[src/rtl/conv3x3_mac.sv]
// conv3x3_mac: serial 3x3 convolution multiply-accumulate.
// Takes one unsigned window element per valid cycle and multiplies it by a
// programmable signed kernel weight. After the ninth element it emits one
// signed result, together with a one-cycle acc_valid pulse.
// Optional build macro CONV_RELU_EN: when defined, a negative result is
// clamped to zero before it is registered into acc_out.
//
// state | meaning
// IDLE  | waiting for win_start; elements without win_start are dropped
// ACC   | window partially accumulated; cnt is the index of the next element
module conv3x3_mac #(
    parameter int DATA_W = 8,
    parameter int W_W    = 8,
    parameter int KSIZE  = 9,
    parameter int ACC_W  = 20,
    parameter int CNT_W  = 4
) (
    input  logic              clk,
    input  logic              rst,
    input  logic [DATA_W-1:0] pix_in,
    input  logic              pix_valid,
    input  logic              win_start,
    input  logic              w_we,
    input  logic [CNT_W-1:0]  w_addr,
    input  logic [W_W-1:0]    w_data,
    output logic [ACC_W-1:0]  acc_out,
    output logic              acc_valid,
    output logic              busy,
    output logic              sync_err
);

    typedef enum logic {IDLE, ACC} state_t;

    localparam int PROD_W = DATA_W + W_W + 1;
    localparam logic [CNT_W-1:0] KLAST = CNT_W'(KSIZE - 1);

    state_t                   state_q, state_d;
    logic [CNT_W-1:0]         cnt_q, cnt_d;
    logic signed [ACC_W-1:0]  acc_q, acc_d;
    logic signed [ACC_W-1:0]  acc_out_q, acc_out_d;
    logic                     acc_valid_q, acc_valid_d;
    logic                     sync_err_q, sync_err_d;
    logic signed [W_W-1:0]    weight_q [KSIZE];
    logic signed [W_W-1:0]    weight_d [KSIZE];

    logic [CNT_W-1:0]         sel;
    logic signed [W_W-1:0]    w_sel;
    logic signed [DATA_W:0]   pix_s;
    logic signed [PROD_W-1:0] prod;
    logic signed [ACC_W-1:0]  prod_ext;
    logic signed [ACC_W-1:0]  sum;
    logic signed [ACC_W-1:0]  result;

    // Element product and running sum. A new window always starts at weight 0.
    // weight_q is read here, so a write in the same cycle only affects later cycles.
    always_comb begin
        sel      = win_start ? '0 : cnt_q;
        w_sel    = weight_q[sel];
        pix_s    = {1'b0, pix_in};
        prod     = PROD_W'(pix_s) * PROD_W'(w_sel);
        prod_ext = {{(ACC_W - PROD_W){prod[PROD_W-1]}}, prod};
        sum      = acc_q + prod_ext;
`ifdef CONV_RELU_EN
        result   = sum[ACC_W-1] ? '0 : sum;
`else
        result   = sum;
`endif
    end

    // Kernel weight write port; indices beyond the kernel are ignored.
    always_comb begin
        for (int i = 0; i < KSIZE; i++) begin
            weight_d[i] = weight_q[i];
        end
        if (w_we && (w_addr <= KLAST)) begin
            weight_d[w_addr] = w_data;
        end
    end

    // Next-state logic: window sequencing, result capture and restart detection.
    always_comb begin
        state_d     = state_q;
        cnt_d       = cnt_q;
        acc_d       = acc_q;
        acc_out_d   = acc_out_q;
        acc_valid_d = 1'b0;
        sync_err_d  = 1'b0;
        case (state_q)
            IDLE: begin
                if (pix_valid && win_start) begin
                    acc_d   = prod_ext;
                    cnt_d   = CNT_W'(1);
                    state_d = ACC;
                end
            end
            ACC: begin
                if (pix_valid) begin
                    if (win_start) begin
                        acc_d      = prod_ext;
                        cnt_d      = CNT_W'(1);
                        sync_err_d = 1'b1;
                    end else if (cnt_q == KLAST) begin
                        acc_out_d   = result;
                        acc_valid_d = 1'b1;
                        acc_d       = '0;
                        cnt_d       = '0;
                        state_d     = IDLE;
                    end else begin
                        acc_d = sum;
                        cnt_d = cnt_q + 1'b1;
                    end
                end
            end
            default: state_d = IDLE;
        endcase
    end

    // State, datapath and weight registers. Reset clears them all, including the weights.
    always_ff @(posedge clk or negedge rst) begin
        if (!rst) begin
            state_q     <= IDLE;
            cnt_q       <= '0;
            acc_q       <= '0;
            acc_out_q   <= '0;
            acc_valid_q <= 1'b0;
            sync_err_q  <= 1'b0;
            for (int i = 0; i < KSIZE; i++) begin
                weight_q[i] <= '0;
            end
        end else begin
            state_q     <= state_d;
            cnt_q       <= cnt_d;
            acc_q       <= acc_d;
            acc_out_q   <= acc_out_d;
            acc_valid_q <= acc_valid_d;
            sync_err_q  <= sync_err_d;
            for (int i = 0; i < KSIZE; i++) begin
                weight_q[i] <= weight_d[i];
            end
        end
    end

    assign acc_out   = acc_out_q;
    assign acc_valid = acc_valid_q;
    assign sync_err  = sync_err_q;
    assign busy      = (state_q == ACC);

endmodule

[config.mk]
export PLATFORM = sky130hd
export DESIGN_NAME = conv3x3_mac
export DESIGN_NICKNAME = d
export VERILOG_FILES = /design/src/rtl/conv3x3_mac.sv
export SDC_FILE = /design/constraint.sdc
export NUM_CORES = 1
export LEC_CHECK = 0
export ABC_AREA = 1
export CAP_MARGIN = 20
export CELL_PAD_IN_SITES_DETAIL_PLACEMENT = 2
export CELL_PAD_IN_SITES_GLOBAL_PLACEMENT = 2
export CORE_ASPECT_RATIO = 1.75
export CORE_UTILIZATION = 39
export CTS_CLUSTER_DIAMETER = 80
export DETAILED_ROUTE_END_ITERATION = 8
export GPL_ROUTABILITY_DRIVEN = 0
export GPL_TIMING_DRIVEN = 0
export PLACE_DENSITY_LB_ADDON = 0.1
export SLEW_MARGIN = 10
export SYNTH_ARGS = -nofsm -noshare
export SYNTH_HDL_FRONTEND = slang
export SYNTH_SLANG_ARGS = --single-unit
[constraint.sdc]
create_clock -name clk -period 9.8 [get_ports clk]
set_input_delay 2.45 -clock clk [delete_from_list [all_inputs] [get_ports clk]]
set_output_delay 2.45 -clock clk [all_outputs]
set_load 0.05 [all_outputs]
Wiring by layer:
Only two layers are drawn.
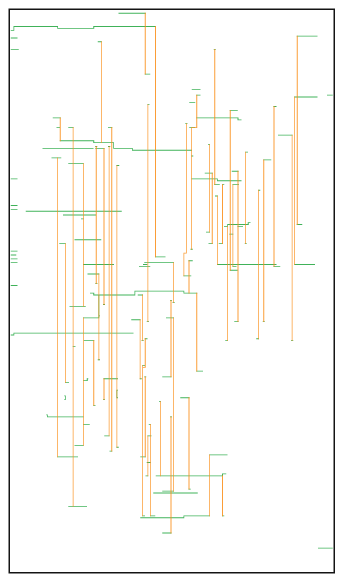
met3 -> green  # wire length 674 um
met4 -> orange  # wire length 2400 um

Placed standard cells:
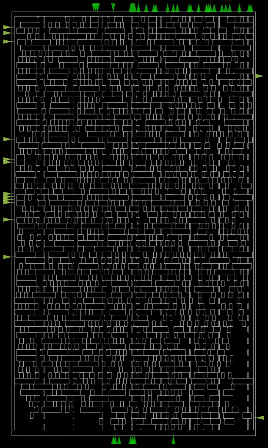
number of tap instances: 296
number of fill cells: 2543
layout sequential cell count: 119
flop share of the area: 28.9%

==> run summary <==
The synthesis and PnR run went through. The run finished with clean final reports. Checking hold timing, the worst path is listed with class flop to flop. The clock drives 119 sinks. Post-synthesis net count landed at 1263. Area inside the core boundary landed at 22200 um^2. Once layout is complete, the utilization of the core stands at 46.6%. The later pin in the worst-skew pair is clocked with a latency of 0.44 ns. Hold timing on the final database bottoms out at a slack of 0.484 ns. Floorplan utilization landed at 39.7%. The commonest register cell is sky130_fd_sc_hd__dfrtp_1. Looking at the clock tree report, the root buffer type is sky130_fd_sc_hd__clkbuf_16.

Across the routed clock network, the largest skew measured is 0.0130 ns. Entering global routing, the biggest net connects 76 pins. Among the stages of the critical path, the cell type that occurs most often is sky130_fd_sc_hd__nand2_1. The longest clock path from root to sink contains 2 buffers. Post-synthesis cell type count landed at 42. In this run the horizontal extent of the chip is 116 um. Total global-route track usage over all layers is 31.3%. Per the Yosys statistics, synthesis produced 1134 cells. Per the detail_route report, the via count comes to 8175. The main area contributors are sky130_fd_sc_hd__dfrtp_1, sky130_fd_sc_hd__nand2_1, sky130_fd_sc_hd__ha_1.

The clock period could shrink to 9.21 ns. Stage-log warning count landed at 29. The routed layout reports a DRC error count of 0. Total CTS buffers landed at 17.

Average size of a mapped cell landed at 7.76 um^2. Sequential elements use 33.8% of the synthesized area. The routed design shows a wire length per standard cell of 22.5 um.

TritonCTS built the clock tree. Actual transition at the worst max-transition pin landed at 0.696 ns. The final timing report lists a max-slew violation count of 0.

The repair_antennas step left the layout with diodes totalling 0. The number of hold buffers added after CTS was 0. The first global-routing pass estimated 53200 um of wire. After detailed routing, the total wire length is 33900 um. The max-slew check reports its worst relative slack as 53.5%. For this run, the post-layout net count is 1329. The initial antenna violation count was 0. Sorting the Yosys area breakdown by cell type puts at the top sky130_fd_sc_hd__dfrtp_1.

According to the timing report, the arrival time at the worst endpoint equals 9.53 ns. Summing every instance area after synthesis gives 8800 um^2. The worst setup path is captured at a flop. The synthesized design contains 119 register bits.

For this design the top-level I/O count stands at 48. Per the final layout report, the fraction of cells sized above drive strength 1 comes to 9.07%. After routing, the total negative slack on setup checks comes to 0 ns. Number of input and output port buffers inserted landed at 46. According to the Yosys statistics, the synthesized design has a chip area of 8800 um^2. Placement row count landed at 72. STA classifies the critical path startpoint as an input port. Setup repair after global routing left no endpoint under its margin.
## per-stage QoR
step / cell area [um^2] / setup slack [ns]
after floorplan: 8800 / 1.68
after global placement: 9630 / 0.380
after detailed placement: 9660 / 0.272
after CTS: 10300 / 0.577
after global routing: 10300 / 0.248
final: 10300 / 0.588
## final cells by class
class / count / area, um^2 / area share [%]
flip-flops and latches: 119 / 2980 / 28.9
well taps: 296 / 370 / 3.59
clock buffers: 19 / 443 / 4.29
plain buffers: 29 / 175 / 1.70
inverters: 165 / 619 / 6.00
repair buffers: 47 / 489 / 4.74
clock inverters: 13 / 214 / 2.07
multi-input cells: 821 / 5030 / 48.7
## critical path, delay by kind of cell
family / cells / cell delay, ns
fa+ha+maj: 6 / 2.93
xor+xnor: 1 / 0.47
buf+inv: 6 / 0.81
compound gates: 3 / 0.62
simple gates: 14 / 2.20
## state kept, by name, summed over array words and instances (netlist names)
signal	count
weight_q	72
acc_out	20
acc_q	20
cnt_q	4
acc_valid	1
busy	1
sync_err	1
## worst paths after layout
| kind | startpoint | end | slack (ns) | cells past startpoint |
|---|---|---|---|---|
| worst min register to register | weight_q[34] | weight_q[34] | 0.48 | 2 |
| min in group asynchronous | rst | weight_q[5] | 1.96 | 1 |
| worst max-delay path | win_start | acc_q[14] | 0.59 | 30 |
| max in group asynchronous | rst | acc_out[0] | 7.10 | 2 |
| worst min-delay path | weight_q[34] | weight_q[34] | 0.48 | 2 |
| worst max register to register | cnt_q[0] | acc_q[14] | 2.20 | 34 |
## cell families after synthesis
kind of cell | after synthesis | share of synthesized area [%]
simple gates | 485 | 23.3
compound gates | 211 | 13.7
buf+inv | 194 | 9.03
flops | 119 | 33.8
fa+ha+maj | 104 | 18.0
xor+xnor | 20 | 1.99
mux | 1 | 0.128
## placed cells by master (no fill, tap or decap), types with 7 or more instances in the layout
cell type,Yosys,routed
sky130_fd_sc_hd__dfrtp_1,119,119
sky130_fd_sc_hd__nand2_1,258,258
sky130_fd_sc_hd__buf_2,14,14
sky130_fd_sc_hd__o21ai_1,20,20
sky130_fd_sc_hd__inv_2,11,11
sky130_fd_sc_hd__o211ai_2,8,8
sky130_fd_sc_hd__nand3_1,54,54
sky130_fd_sc_hd__clkdlybuf4s50_1,0,45
sky130_fd_sc_hd__a21oi_1,71,71
sky130_fd_sc_hd__o21ai_0,80,80
sky130_fd_sc_hd__nand2_2,12,12
sky130_fd_sc_hd__buf_6,6,7
sky130_fd_sc_hd__xor2_1,9,9
sky130_fd_sc_hd__nor2_1,129,129
sky130_fd_sc_hd__fa_1,38,38
sky130_fd_sc_hd__xnor2_1,11,11
sky130_fd_sc_hd__inv_1,154,154
sky130_fd_sc_hd__ha_1,66,66
sky130_fd_sc_hd__clkbuf_16,0,17
sky130_fd_sc_hd__clkbuf_1,8,9
## layer usage
metal / wire length [um] / global-route usage (%)
met1: 11100 / 27.7
met3: 674 / 3.71
met4: 2400 / 21.3
met2: 19800 / 62.5
met5: 0 / 0
